<file path="src/rtl/axum_arb_pkg.sv">
// Shared types and the round-robin pick helper for the host arbiter.
//   host_id_t : host index, sized for the largest supported host count
//   rr_pick   : first requesting host at or after ptr, wrapping at n
package axum_arb_pkg;

  localparam int unsigned MaxHosts    = 16;
  localparam int unsigned HostIdWidth = $clog2(MaxHosts);

  typedef logic [HostIdWidth-1:0] host_id_t;

  // Returns ptr unchanged when nothing requests; callers gate on |req.
  function automatic host_id_t rr_pick(input logic [MaxHosts-1:0] req,
                                       input host_id_t            ptr,
                                       input int unsigned         n);
    host_id_t    pick;
    host_id_t    idx_id;
    logic        found;
    int unsigned idx;
    pick  = ptr;
    found = 1'b0;
    for (int unsigned k = 0; k < MaxHosts; k++) begin
      idx    = (32'(ptr) + k) % n;
      idx_id = HostIdWidth'(idx);
      if ((k < n) && !found && req[idx_id]) begin
        pick  = idx_id;
        found = 1'b1;
      end
    end
    return pick;
  endfunction

endpackage

</file>
<file path="src/rtl/axum_id_fifo.sv">
// In-order FIFO of granted host IDs; head readable combinationally.
//   push/wdata : enqueue (caller guarantees !full)
//   pop        : dequeue head (caller guarantees !empty)
//   rdata      : current head
//   full/empty : occupancy flags
module axum_id_fifo #(
  parameter int unsigned Depth = 2,
  parameter int unsigned Width = 1
) (
  input  logic             clk_i,
  input  logic             rst_i,
  input  logic             push,
  input  logic             pop,
  input  logic [Width-1:0] wdata,
  output logic [Width-1:0] rdata,
  output logic             full,
  output logic             empty
);

  localparam int unsigned PtrW = (Depth > 1) ? $clog2(Depth) : 1;
  localparam int unsigned CntW = $clog2(Depth) + 1;

  logic [Width-1:0] mem_q [Depth];
  logic [Width-1:0] mem_d [Depth];
  logic [PtrW-1:0]  wr_ptr_q, wr_ptr_d;
  logic [PtrW-1:0]  rd_ptr_q, rd_ptr_d;
  logic [CntW-1:0]  count_q, count_d;

  // Pointer advance with explicit wrap so non-power-of-2 depths stay correct.
  function automatic logic [PtrW-1:0] ptr_inc(input logic [PtrW-1:0] p);
    return (p == PtrW'(Depth - 1)) ? '0 : p + PtrW'(1);
  endfunction

  always_comb begin
    mem_d    = mem_q;
    wr_ptr_d = wr_ptr_q;
    rd_ptr_d = rd_ptr_q;
    count_d  = count_q;
    if (push) begin
      mem_d[wr_ptr_q] = wdata;
      wr_ptr_d        = ptr_inc(wr_ptr_q);
    end
    if (pop) begin
      rd_ptr_d = ptr_inc(rd_ptr_q);
    end
    case ({push, pop})
      2'b10:   count_d = count_q + CntW'(1);
      2'b01:   count_d = count_q - CntW'(1);
      default: count_d = count_q;
    endcase
  end

  always_ff @(posedge clk_i or posedge rst_i) begin
    if (rst_i) begin
      for (int i = 0; i < int'(Depth); i++) mem_q[i] <= '0;
      wr_ptr_q <= '0;
      rd_ptr_q <= '0;
      count_q  <= '0;
    end else begin
      mem_q    <= mem_d;
      wr_ptr_q <= wr_ptr_d;
      rd_ptr_q <= rd_ptr_d;
      count_q  <= count_d;
    end
  end

  assign rdata = mem_q[rd_ptr_q];
  assign full  = (count_q == CntW'(Depth));
  assign empty = (count_q == '0);

endmodule

</file>
<file path="src/rtl/axum_host_arb.sv">
// Round-robin arbiter sharing one req/gnt/rvalid bus host port among NrHosts requesters.
//   host_* : per-host request side (gnt/rvalid/err routed, rdata broadcast)
//   dev_*  : shared bus host port (request fields muxed, zero when idle)
//   proto_err_o : sticky, rvalid arrived with nothing outstanding
module axum_host_arb
  import axum_arb_pkg::*;
#(
  parameter int unsigned NrHosts        = 2,
  parameter int unsigned DataWidth      = 32,
  parameter int unsigned AddressWidth   = 32,
  parameter int unsigned MaxOutstanding = 2
) (
  input  logic                    clk_i,
  input  logic                    rst_i,
  input  logic [NrHosts-1:0]      host_req_i,
  output logic [NrHosts-1:0]      host_gnt_o,
  input  logic [AddressWidth-1:0] host_addr_i  [NrHosts],
  input  logic [NrHosts-1:0]      host_we_i,
  input  logic [3:0]              host_be_i    [NrHosts],
  input  logic [DataWidth-1:0]    host_wdata_i [NrHosts],
  output logic [NrHosts-1:0]      host_rvalid_o,
  output logic [DataWidth-1:0]    host_rdata_o [NrHosts],
  output logic [NrHosts-1:0]      host_err_o,
  output logic                    dev_req_o,
  input  logic                    dev_gnt_i,
  output logic [AddressWidth-1:0] dev_addr_o,
  output logic                    dev_we_o,
  output logic [3:0]              dev_be_o,
  output logic [DataWidth-1:0]    dev_wdata_o,
  input  logic                    dev_rvalid_i,
  input  logic [DataWidth-1:0]    dev_rdata_i,
  input  logic                    dev_err_i,
  output logic                    proto_err_o
);

  localparam int unsigned IdW = $clog2(NrHosts);

  logic [IdW-1:0] rr_ptr_q, rr_ptr_d;
  logic           lock_q, lock_d;
  logic [IdW-1:0] lock_id_q, lock_id_d;
  logic           proto_err_q, proto_err_d;

  logic [IdW-1:0] pick_c;
  logic [IdW-1:0] sel_c;
  logic           locked_c;
  logic           hs_c;
  logic           pop_c;
  logic           fifo_full, fifo_empty;
  logic [IdW-1:0] head_id;

  // Lock only survives while the locked host keeps requesting.
  assign pick_c   = IdW'(rr_pick(MaxHosts'(host_req_i), HostIdWidth'(rr_ptr_q), NrHosts));
  assign locked_c = lock_q & host_req_i[lock_id_q];
  assign sel_c    = locked_c ? lock_id_q : pick_c;
  assign hs_c     = dev_req_o & dev_gnt_i;
  assign pop_c    = dev_rvalid_i & ~fifo_empty;

  axum_id_fifo #(
    .Depth (MaxOutstanding),
    .Width (IdW)
  ) u_id_fifo (
    .clk_i (clk_i),
    .rst_i (rst_i),
    .push  (hs_c),
    .pop   (pop_c),
    .wdata (sel_c),
    .rdata (head_id),
    .full  (fifo_full),
    .empty (fifo_empty)
  );

  // Request mux and grant; full blocks requests even when a pop lands this cycle.
  always_comb begin
    dev_req_o   = 1'b0;
    dev_addr_o  = '0;
    dev_we_o    = 1'b0;
    dev_be_o    = '0;
    dev_wdata_o = '0;
    host_gnt_o  = '0;
    dev_req_o   = (|host_req_i) & ~fifo_full;
    if (dev_req_o) begin
      dev_addr_o  = host_addr_i[sel_c];
      dev_we_o    = host_we_i[sel_c];
      dev_be_o    = host_be_i[sel_c];
      dev_wdata_o = host_wdata_i[sel_c];
    end
    for (int i = 0; i < int'(NrHosts); i++) begin
      host_gnt_o[i] = hs_c & (sel_c == IdW'(i));
    end
  end

  // Response demux to the FIFO head's owner; data is broadcast.
  always_comb begin
    host_rvalid_o = '0;
    host_err_o    = '0;
    for (int i = 0; i < int'(NrHosts); i++) begin
      host_rdata_o[i]  = dev_rdata_i;
      host_rvalid_o[i] = pop_c & (head_id == IdW'(i));
      host_err_o[i]    = pop_c & (head_id == IdW'(i)) & dev_err_i;
    end
  end

  // Pointer, lock and sticky error next-state.
  always_comb begin
    rr_ptr_d    = rr_ptr_q;
    lock_d      = 1'b0;
    lock_id_d   = lock_id_q;
    proto_err_d = proto_err_q | (dev_rvalid_i & fifo_empty);
    if (hs_c) begin
      rr_ptr_d = (sel_c == IdW'(NrHosts - 1)) ? '0 : sel_c + IdW'(1);
    end else if (dev_req_o) begin
      lock_d    = 1'b1;
      lock_id_d = sel_c;
    end
  end

  always_ff @(posedge clk_i or posedge rst_i) begin
    if (rst_i) begin
      rr_ptr_q    <= '0;
      lock_q      <= 1'b0;
      lock_id_q   <= '0;
      proto_err_q <= 1'b0;
    end else begin
      rr_ptr_q    <= rr_ptr_d;
      lock_q      <= lock_d;
      lock_id_q   <= lock_id_d;
      proto_err_q <= proto_err_d;
    end
  end

  assign proto_err_o = proto_err_q;

endmodule
</file>
<file path="config.mk">
export PLATFORM = sky130hd
export DESIGN_NAME = axum_host_arb
export DESIGN_NICKNAME = d
export VERILOG_FILES = /design/src/rtl/axum_arb_pkg.sv /design/src/rtl/axum_id_fifo.sv /design/src/rtl/axum_host_arb.sv
export SDC_FILE = /design/constraint.sdc
export NUM_CORES = 1
export LEC_CHECK = 0
export ABC_AREA = 1
export ABC_CLOCK_PERIOD_IN_PS = 5250
export CAP_MARGIN = 15
export CORE_AREA = 5 5 119 121
export CTS_BUF_LIST = sky130_fd_sc_hd__clkbuf_16
export DETAILED_ROUTE_END_ITERATION = 8
export DIE_AREA = 0 0 124 126
export PLACE_DENSITY = 0.61
export SYNTH_ARGS = -nofsm -noshare
export SYNTH_HDL_FRONTEND = slang
export SYNTH_SLANG_ARGS = --single-unit
export TNS_END_PERCENT = 10
</file>
<file path="constraint.sdc">
create_clock -name clk_i -period 5.25 [get_ports clk_i]
set_clock_uncertainty 0.2 [all_clocks]
set_input_delay 1.05 -clock clk_i [delete_from_list [all_inputs] [get_ports clk_i]]
set_output_delay 1.05 -clock clk_i [all_outputs]
set_load 0.03 [all_outputs]
</file>
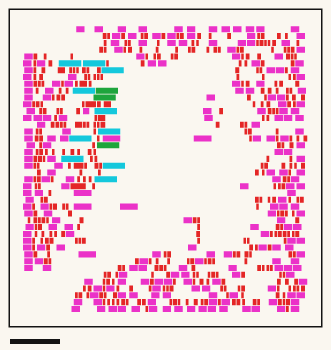
class_map.png
Scale bar: 20 um.
green -> clock-net drivers  # cells 3, share of their area 1.7%
red -> remaining logic cells  # cells 404, share of their area 40%
cyan -> registers  # cells 10, share of their area 5.7%
magenta -> remaining buffers and delay cells  # cells 228, share of their area 53%

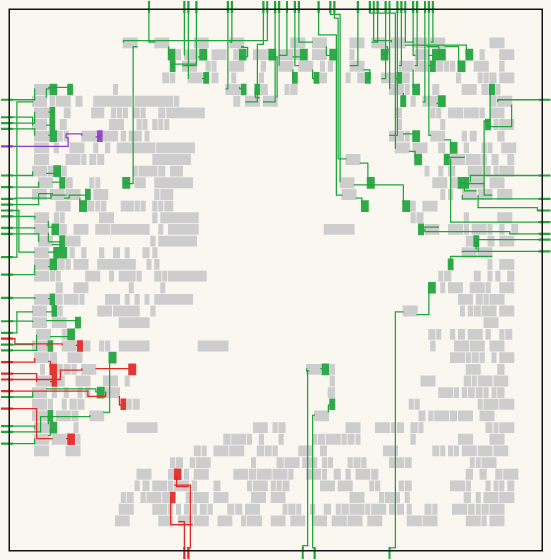
port_trees.png
green -> host_wdata_i  # bits 64, direction input, edge 30 top, 23 left, 8 right, 3 bottom, end cells 64, wire 1430 um
purple -> dev_err_i  # bits 1, direction input, edge left, end cells 1, wire 21.9 um
red -> host_be_i  # bits 8, direction input, edge 6 left, 2 bottom, end cells 8, wire 144 um

==> job_summary.md <==
### Yosys + OpenROAD results

| Metric | Value |
|---|---|
| Worst setup path start | host_req_i[0] |
| Unrepaired setup endpoints after global routing | no |
| Tapcells inserted | 176 |
| Most common cell after layout, fill and taps aside | sky130_fd_sc_hd__clkdlybuf4s50_1 |
| Number of buffers on the longest clock path | 2 |
| Drt first pass iters | 4 |
| Cell count along the critical path | 9 |
| Synthesized area per cell | 5.17 um^2 |
| Met1 routed wirelength after detailed routing | 4.19 mm |
| Clock tree from TritonCTS | built |
| Post-route setup TNS | 0 ns |
| Proportion of power drawn by combinational gates | 0.868 |
| Minimum setup slack after placement | 0.626 ns |
| Total cells reported by yosys after synthesis | 515 |
| Largest net degree at the start of global routing | 73 |
| P_sw | 1.09 mW |
| Max-slew headroom at the worst pin | 0.694 |
| Leading post-synthesis cells by cell area | sky130_fd_sc_hd__buf_4, sky130_fd_sc_hd__nand3_1, sky130_fd_sc_hd__a21oi_1 |
| Clock network power share | 0.066 |
| Vias | 3385 |
| Worst hold stages | 1 |
| R2r worst-path depth | 7 |
| Peak clock frequency supported by timing | 0.219 GHz |
| Post-synthesis cell type with the largest instance count | sky130_fd_sc_hd__nand2_1 |
| Hold Path End | proto_err_o$_DFF_PP0_ |
| Number of hold violations in the final report | 0 |
| Setup fix buffers added after clock tree synthesis | 0 |
| Die outline height | 126 um |
| Hold Buf Count CTS | 0 |
| Kind of launch point of the worst setup path | input pin |
| Final Instance Area | 4640 um^2 |
| FP Rows | 42 |
| Part of the Yosys area used for sequential elements | 0.0940 |
| Detailed-placement wirelength estimate | 8.03 mm |
| Sequential portion of the cell area | 0.0539 |
| Arr. time, crit path | 3.31 ns |
| Family with the most delay on the worst path | buffers and inverters |
| GP Congestion | 0.763 |
| Clock buf/inv share | 0.0162 |
| Clock buffer count from CTS | 3 |
| Root buffer cell | sky130_fd_sc_hd__clkbuf_16 |
| Total cell area at the placement stage | 4570 um^2 |
| Global-route total usage across every layer | 0.118 |
| Power Internal | 0.916 mW |
| Synth Register Bits | 10 |
| Leading post-synthesis cells by instance count | sky130_fd_sc_hd__nand2_1, sky130_fd_sc_hd__inv_1, sky130_fd_sc_hd__nor2_1 |
| Number of diodes | 0 |
| Number of antenna-violating nets in the routed design | 0 |
| Seq power | 0.132 mW |
| Placed Instances | 818 |
| Non-clock buffer count in the final layout | 228 |
| Sum of buffers and inverters on the critical path | 5 |
| Clock buffers | 3 |
| Synth async-reset ratio | 1.00 |
| Total power | 2.01 mW |
| Chip area from the yosys synthesis statistics | 2660 um^2 |
| Number of DRC violations after detailed-routing iteration 0 | 134 |
| Area added between synthesis and finish | 74.3% |
| Effective utilization at floorplan | 0.205 |
| Routed length per instance | 12.5 um |
| Total number of H-tree levels | 1 |
| Cells traversed along the worst timing path | clkdlybuf4s50_1 -> inv_2 -> nand2_1 -> nand2_1 -> inv_2 -> buf_12 -> nand2_1 -> nor2_1 -> clkdlybuf4s50_1 |
| Flip-flops with a built-in enable | 0 |
| Fin Hold WS | 0.296 ns |
| Global-route congestion overflow total | 0 |
| Dominant logic cell types in the final layout | sky130_fd_sc_hd__clkdlybuf4s50_1, sky130_fd_sc_hd__nand2_1, sky130_fd_sc_hd__inv_1, sky130_fd_sc_hd__nor2_1, sky130_fd_sc_hd__nand3_1 |
| Worst ir drop on vdd | 0.231 mV |
| Final critical path time including I/O delays and setup | 4.56 ns |
| Clock transition at the register clock pins on the worst setup and hold paths after CTS | 0.04 ns |
| Reg2reg start | u_id_fifo.count_q[0]$_DFFE_PP0P_ |
| Terminus of the critical flop-to-flop path | u_id_fifo.count_q[1]$_DFFE_PP0P_ |
| Die ar. | 15600 um^2 |
| Die width | 124 um |
| Fraction of synthesized area in multiplexers | 0 |
| Highest fanout seen on the critical path | 26 |
| Fraction of standard cell area in multi-input logic | 0.310 |
| Start-to-end type of the worst setup path | in -> out |
| Global route hottest layer | met2 |
| Final design utilization | 0.358 |
| Setup slack after layout | 0.694 ns |
| Antenna violations before repair | 0 |
| Count of input and output buffers | 221 |
| And-or/or-and share of the synthesized area | 0.141 |
| Share of Yosys cell area claimed by the top area cell type | 0.195 |
| Fin. max-slew vios | 0 |
| Top cell category | buffers |
| Net count entering floorplan | 693 |
| # resized after CTS | 0 |
| Final clock period utilization by the worst path | 0.868 |
| Largest stage delay, worst path | 0.71 ns |
| Slowest stage cell, crit path | sky130_fd_sc_hd__clkdlybuf4s50_1 |
| Cell type contributing the most total cell area after synthesis | sky130_fd_sc_hd__buf_4 |
| Detailed route wirelength on metal2 | 4.46 mm |
| Multi-input gate area in the final layout | 1440 um^2 |
| Part of the total power dissipated in sequential elements | 0.066 |
| Run status | complete, no violations |
| Leading power group | combinational cells |
| Leakage power of the design | 2.26 nW |
| Most frequently used flop master after synthesis | sky130_fd_sc_hd__dfrtp_1 |
| Via count of the first global-routing pass | 3052 |
| Endpoint required time on the critical path | 4.00 ns |
| Most frequent CP cell | sky130_fd_sc_hd__nand2_1 |
| Total area of sequential cells | 250 um^2 |
| GR Layer Usage met2 | 0.198 |
| Largest combinational cell category by area | simple AND/OR/NAND/NOR gates |
| Endpoint kind of the worst setup timing path | primary output |
| Clock distribution power | 0.133 mW |
| CTS sink cnt | 10 |
| Switching share of power | 0.543 |
| I/O pin cnt | 318 |
| Hold path startpoint | proto_err_o$_DFF_PP0_ |
| Count of endpoints failing setup in the final report | 0 |
| Inverters | 85 |
| Highest metal used | met4 |
| Power Combinational | 1.74 mW |
| Clock latency at the later pin of the worst-skew pair | 0.23 ns |
Power is estimated from default activity; no workload was simulated.
